Design saturated_mac_pipe, sky130hd; sources not shown.
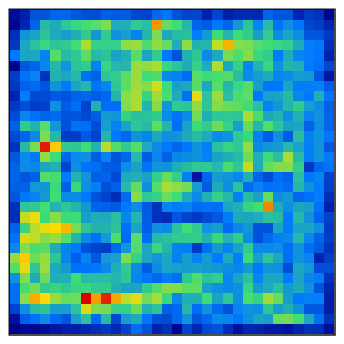
Fig. 1. Signal metal coverage by tile (run 1).
(2 px per µm) The die is cut into 32 by 32 equal tiles; dark blue is low, red is high, scaled to the fullest tile. Values are wire area over tile area, all layers added.
16% of the tiles are over half the peak. The fullest tile reaches 0.83. The mean over all tiles is 0.29. 0.70% of the tiles are nearly empty.
final wirelength: 46150 µm
global-route total usage across every layer: 36.76%
total vias in the final route: 15.33k

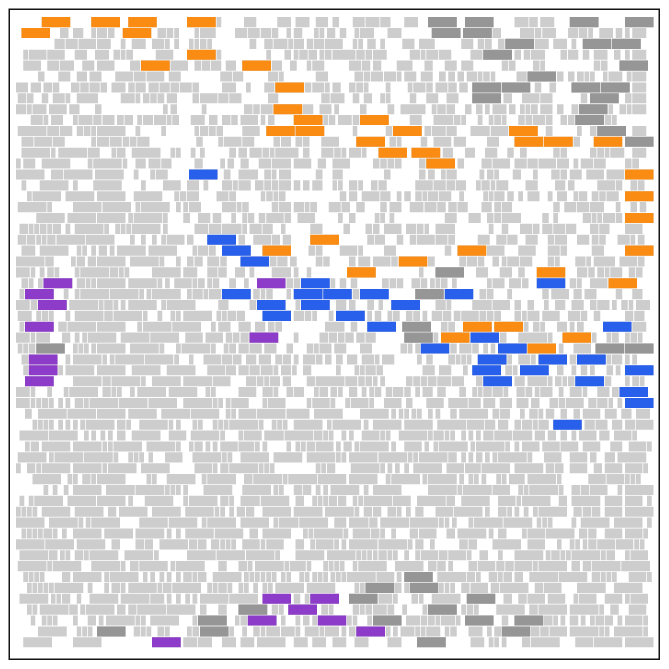
Fig. 2. Register map, names as in the netlist (run 1).
(4 px per µm) Other sequential cells in the stronger grey, the rest of the logic in the fainter grey.
Key: orange = acc [sequential cells 40]; purple = s1_x [sequential cells 16]; blue = s2_p [sequential cells 32]
Another 44 sequential cells are not coloured.
share of cell area taken by flip-flops and latches: 13.90%
sequential cell area in the final layout: 2643 µm²
sequential-cell power consumption: 436 µW
fraction of the core area covered by cells at the end of the flow: 75.47%

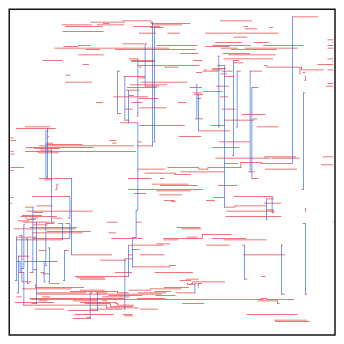
Fig. 3. Wiring by layer (run 1).
(2 px per µm) Two of the layers only.
Key: red = met3 [wire length 3470 µm]; blue = met4 [wire length 1310 µm]
wire length per cell: 18.53 µm

==> flow_summary.toml, run 1 <==
# implementation run metrics
[logic_synthesis]
synth_warnings = 0
post_synth_instance_area_um2 = 17950
post-synth-top-count-cell = "sky130_fd_sc_hd__inv_1"
portion_of_synthesized_cell_area_occupied_by_the_leading_cell_type_pct = 29.32
ys_chip_area_um2 = 17950
postSynthSeqShare_pct = 14.72
post_synth_num_cell_types = 78
synth_stat.cells = 2168
largest_area_cell = "sky130_fd_sc_hd__fa_1"
syn_inst = 2168
enable_flop_cells = 0
area_leaders = "sky130_fd_sc_hd__fa_1, sky130_fd_sc_hd__dfxtp_1, sky130_fd_sc_hd__ha_1"
synth-seq-cells = 132
post_synth.cell_area_avg_um2 = 8.282
netlist_top_cells_count = "sky130_fd_sc_hd__inv_1, sky130_fd_sc_hd__nand2_1, sky130_fd_sc_hd__fa_1"

[routing]
met3RoutedLength_um = 3468
drc_errors = 0
route.detailed.vias_per_inst = 6.155
wirelength_met1_um = 19720
met2RoutedLength_um = 21650
dr.first_iter.drc_count = 1139
final_antenna_net_count = 0
drt_first_pass_iters = 5

[grt]
grt_antenna_before_repair = 0
global_route.usage.met2_pct = 60.14
grt_pass1_vias = 15335
grt_remaining_overflow = 0
gr-max-usage-layer = "met2"
grt_pass1_wl_um = 76000
grt.met3_usage_pct = 6.256
largest_net_degree_at_the_start_of_global_routing = 70

[worst_setup_path]
setup.worst_path.class = "input port to primary output"
worst_ep_required_time_ps = 12080
crit_fanout = 43
worst_path_largest_cell_delay_ps = 1220
timing.critical_path.to_type = "primary output"
start_kind = "input port"
critical_path.n_buffers_inverters = 5
critical_path.cell_chain = "clkdlybuf4s50_1 > nor2b_2 > buf_4 > clkinv_1 > buf_4 > clkdlybuf4s50_1"
worst_setup_slack_for_register_to_register_paths_ps = 8100
worst-endpoint-arrival_ps = 5520
worstRegToRegCells = 19
critical_path.top_delay_family = "buffers and inverters"
crit_slowest_cell = "sky130_fd_sc_hd__clkdlybuf4s50_1"
cp.depth = 6

[sta]
worst_slack_ps = 6562
slew-limit-headroom_pct = 28.94
fin_tns_setup_ps = 0
tightest_slew_ps = 1066
fmax_mhz = 117.1
post-route-period-util_pct = 56.54
rsz0062_at_grt = "no"
hold_viol_final = 0
timing.hold.ws_ps = 462.9
finalMaxSlewViolations = 0
fin_skew_ps = 22.03

[die]
die.size.x_um = 162.2
die_area_um2 = 26290
io-pin-count = 59
core.rowCount = 58
core-area_um2 = 25180
fp_util_pct = 71.30
chipHeight_um = 162.2

[clock_tree]
cts-buffers-inserted = 17
sink_count = 132
tritoncts = "yes"
cts_max_level = 4
worst_skew_pair.late_latency_ps = 480
post_cts_resize_count = 0
ctsLongestPathBuffers = 2
clock_tree.root_cell = "sky130_fd_sc_hd__clkbuf_8"

[layout]
layout-area-overhead-vs-synth_pct = 5.847
final-instance-count-excl-fill = 2490
num_antenna_cells = 0
flip_flop_count_of_the_largest_register_all_copies_and_words_added = 40
layout_top_cell = "sky130_fd_sc_hd__inv_1"
post_route_cells_drive_above_1_share_pct = 3.241
commonest_cells_after_routing_fill_and_taps_aside = "sky130_fd_sc_hd__inv_1, sky130_fd_sc_hd__nand2_1, sky130_fd_sc_hd__fa_1, sky130_fd_sc_hd__a21oi_1, sky130_fd_sc_hd__dfxtp_1"
final_net_count = 2572

[power]
total_power_mw = 1.259
irDropWorstVdd_uv = 46.13
static-leakage-power_nw = 9.030
p_per_area_nw_per_um2 = 66.26

[place]
place.gp.congestion = 0.9668
port-buffer-count = 58
place_inst = 2458
total_placed_instance_area_um2 = 18620
dp_slack_ps = 6569

[status]
status = "finished clean"

[worst_hold_path]
hold_class = "flip-flop to flip-flop"
[run 1: cell type report]
type | count | area (µm²)
Timing Repair Buffer | 71 | 678.2
Tap cell | 330 | 412.9
Inverter | 323 | 1212
Sequential cell | 132 | 2643
Multi-Input combinational cell | 1602 | 13670
Fill cell | 1902 | 6177
Clock inverter | 15 | 155.1
Clock buffer | 17 | 234.0
[run 1: power breakdown]
part	internal [mW]	switching (mW)	total, mW
Clock	0.123	0.185	0.308
Combinational	0.208	0.307	0.515
Sequential	0.377	0.0597	0.436
Total	0.708	0.551	1.26
[run 1: cells by family after synthesis]
logic type,share of synthesized area [%]
buf+inv,9.178
flops,14.72
xor+xnor,3.854
fa+ha+maj,37.95
simple gates,18.22
mux,0.1673
compound gates,15.92
Fig. 4: run 1, wires at chosen ports, followed through buffers
(3 px per µm)
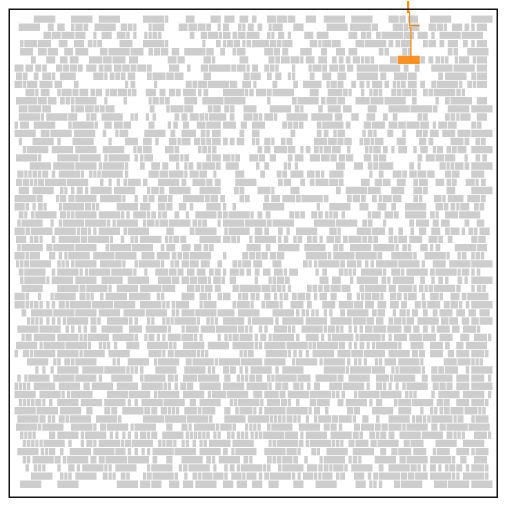

==> inputs of run 2 (changes only) <==
--- a/config.mk
+++ b/config.mk
@@ -5,7 +5,7 @@
 export SDC_FILE = /design/constraint.sdc
 export NUM_CORES = 1
 export LEC_CHECK = 0
-export CORE_UTILIZATION = 70
+export CORE_UTILIZATION = 65
 export CTS_BUF_LIST = sky130_fd_sc_hd__clkbuf_4 sky130_fd_sc_hd__clkbuf_8
 export CTS_CLUSTER_DIAMETER = 80
 export DETAILED_ROUTE_END_ITERATION = 6
==> constraint.sdc (replaced) <==
create_clock -name clk -period 8.7 [get_ports clk]
set_input_delay 1.74 -clock clk [delete_from_list [all_inputs] [get_ports clk]]
set_output_delay 1.74 -clock clk [all_outputs]
set_load 0.1 [all_outputs]
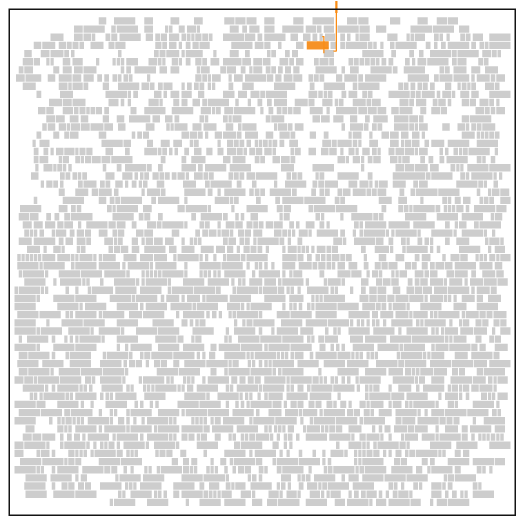
Fig. 5. Wires at chosen ports, followed through buffers (run 2).
(3 px per µm)
Key: orange = ov [direction output, end cells 1, wire 21.6 µm]
I/O Pins: 59
count of port buffers added during placement: 58

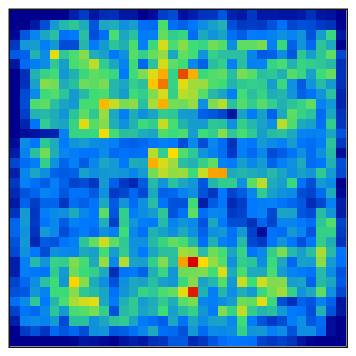
Fig. 6. Signal metal coverage by tile (run 2).
(2 px per µm) The die is cut into 34 by 34 equal tiles; dark blue is low, red is high, scaled to the fullest tile. Values are wire area over tile area, all layers added.
The mean over all tiles is 0.26. The fullest tile reaches 0.78. 16% of the tiles are over half the peak. The densest ninth of the die: north. 3.3% of the tiles are nearly empty.
total vias in the final route: 15.08k
global-route total usage across every layer: 33.78%
final wirelength: 44430 µm
wire length per cell: 17.79 µm

==> flow_summary.toml, run 2 <==
# implementation run metrics
[sta]
slew-limit-headroom_pct = 23.23
timing.hold.ws_ps = 458.8
fin_tns_setup_ps = 0
post-route-period-util_pct = 78.19
rsz0062_at_grt = "no"

[worst_setup_path]
worst-endpoint-arrival_ps = 7190
critical_path.top_delay_family = "adder cells"
setup.worst_path.class = "flip-flop to flip-flop"
worst_setup_slack_for_register_to_register_paths_ps = 1900
crit_slowest_cell = "sky130_fd_sc_hd__dfxtp_1"

[layout]
final_net_count = 2569
layout-area-overhead-vs-synth_pct = 5.854
flip_flop_count_of_the_largest_register_all_copies_and_words_added = 40
layout_top_cell = "sky130_fd_sc_hd__inv_1"
post_route_cells_drive_above_1_share_pct = 3.106
num_antenna_cells = 0

[power]
p_clk_share_pct = 25.0
p_per_area_nw_per_um2 = 114.9
pg_seq_uw = 747
internal_power_mw = 1.279
power.share.switching_pct = 41.44
netSwitchingPower_uw = 905.1
power_clock_uw = 547

[die]
core-area_um2 = 27030
die.size.x_um = 168.2
die_area_um2 = 28290

[logic_synthesis]
netlist_top_cells_count = "sky130_fd_sc_hd__inv_1, sky130_fd_sc_hd__nand2_1, sky130_fd_sc_hd__fa_1"
syn_inst = 2168
post_synth.cell_area_avg_um2 = 8.282
area_leaders = "sky130_fd_sc_hd__fa_1, sky130_fd_sc_hd__dfxtp_1, sky130_fd_sc_hd__ha_1"
portion_of_synthesized_cell_area_occupied_by_the_leading_cell_type_pct = 29.32
post_synth_instance_area_um2 = 17950
largest_area_cell = "sky130_fd_sc_hd__fa_1"
synth_stat.cells = 2168

[grt]
global_route.usage.met2_pct = 55.75
grt_pass1_wl_um = 75710
grt_remaining_overflow = 0
grt.met3_usage_pct = 4.184
grt_antenna_before_repair = 0
gr-max-usage-layer = "met2"

[routing]
drc_errors = 0
dr.first_iter.drc_count = 945

[place]
place_inst = 2466

[clock_tree]
tritoncts = "yes"
worst_skew_pair.late_latency_ps = 470
cts-buffers-inserted = 17
ctsLongestPathBuffers = 2
clock_tree.root_cell = "sky130_fd_sc_hd__clkbuf_8"

[status]
status = "finished clean"
run 2: logic make-up (layout without fill, tap and decap cells):
group	count (synthesis)	after routing
simple gates	681	681
compound gates	452	452
buf+inv	434	423
fa+ha+maj	387	387
flops	132	132
xor+xnor	79	79
mux	3	3
run 2: cell type report:
type,instances,area [µm²]
inverter,323,1212
multi-input combinational,1602,13670
sequential,132,2643
tap,341,426.7
fill,2182,8020
clock buffer,19,249.0
clock inverter,13,150.1
timing repair buffer,68,655.6
run 2: metrics by stage:
| stage | setup slack (ps) | power (mW) |
|---|---|---|
| after floorplan | 2473 | 1.407 |
| after global placement | 2114 | 1.618 |
| after detailed placement | 2008 | 1.638 |
| after CTS | 1973 | 2.183 |
| after global routing | 1561 | 2.341 |
| final | 1897 | 2.184 |
No activity file was given, so power comes from the tool's default toggle rates.
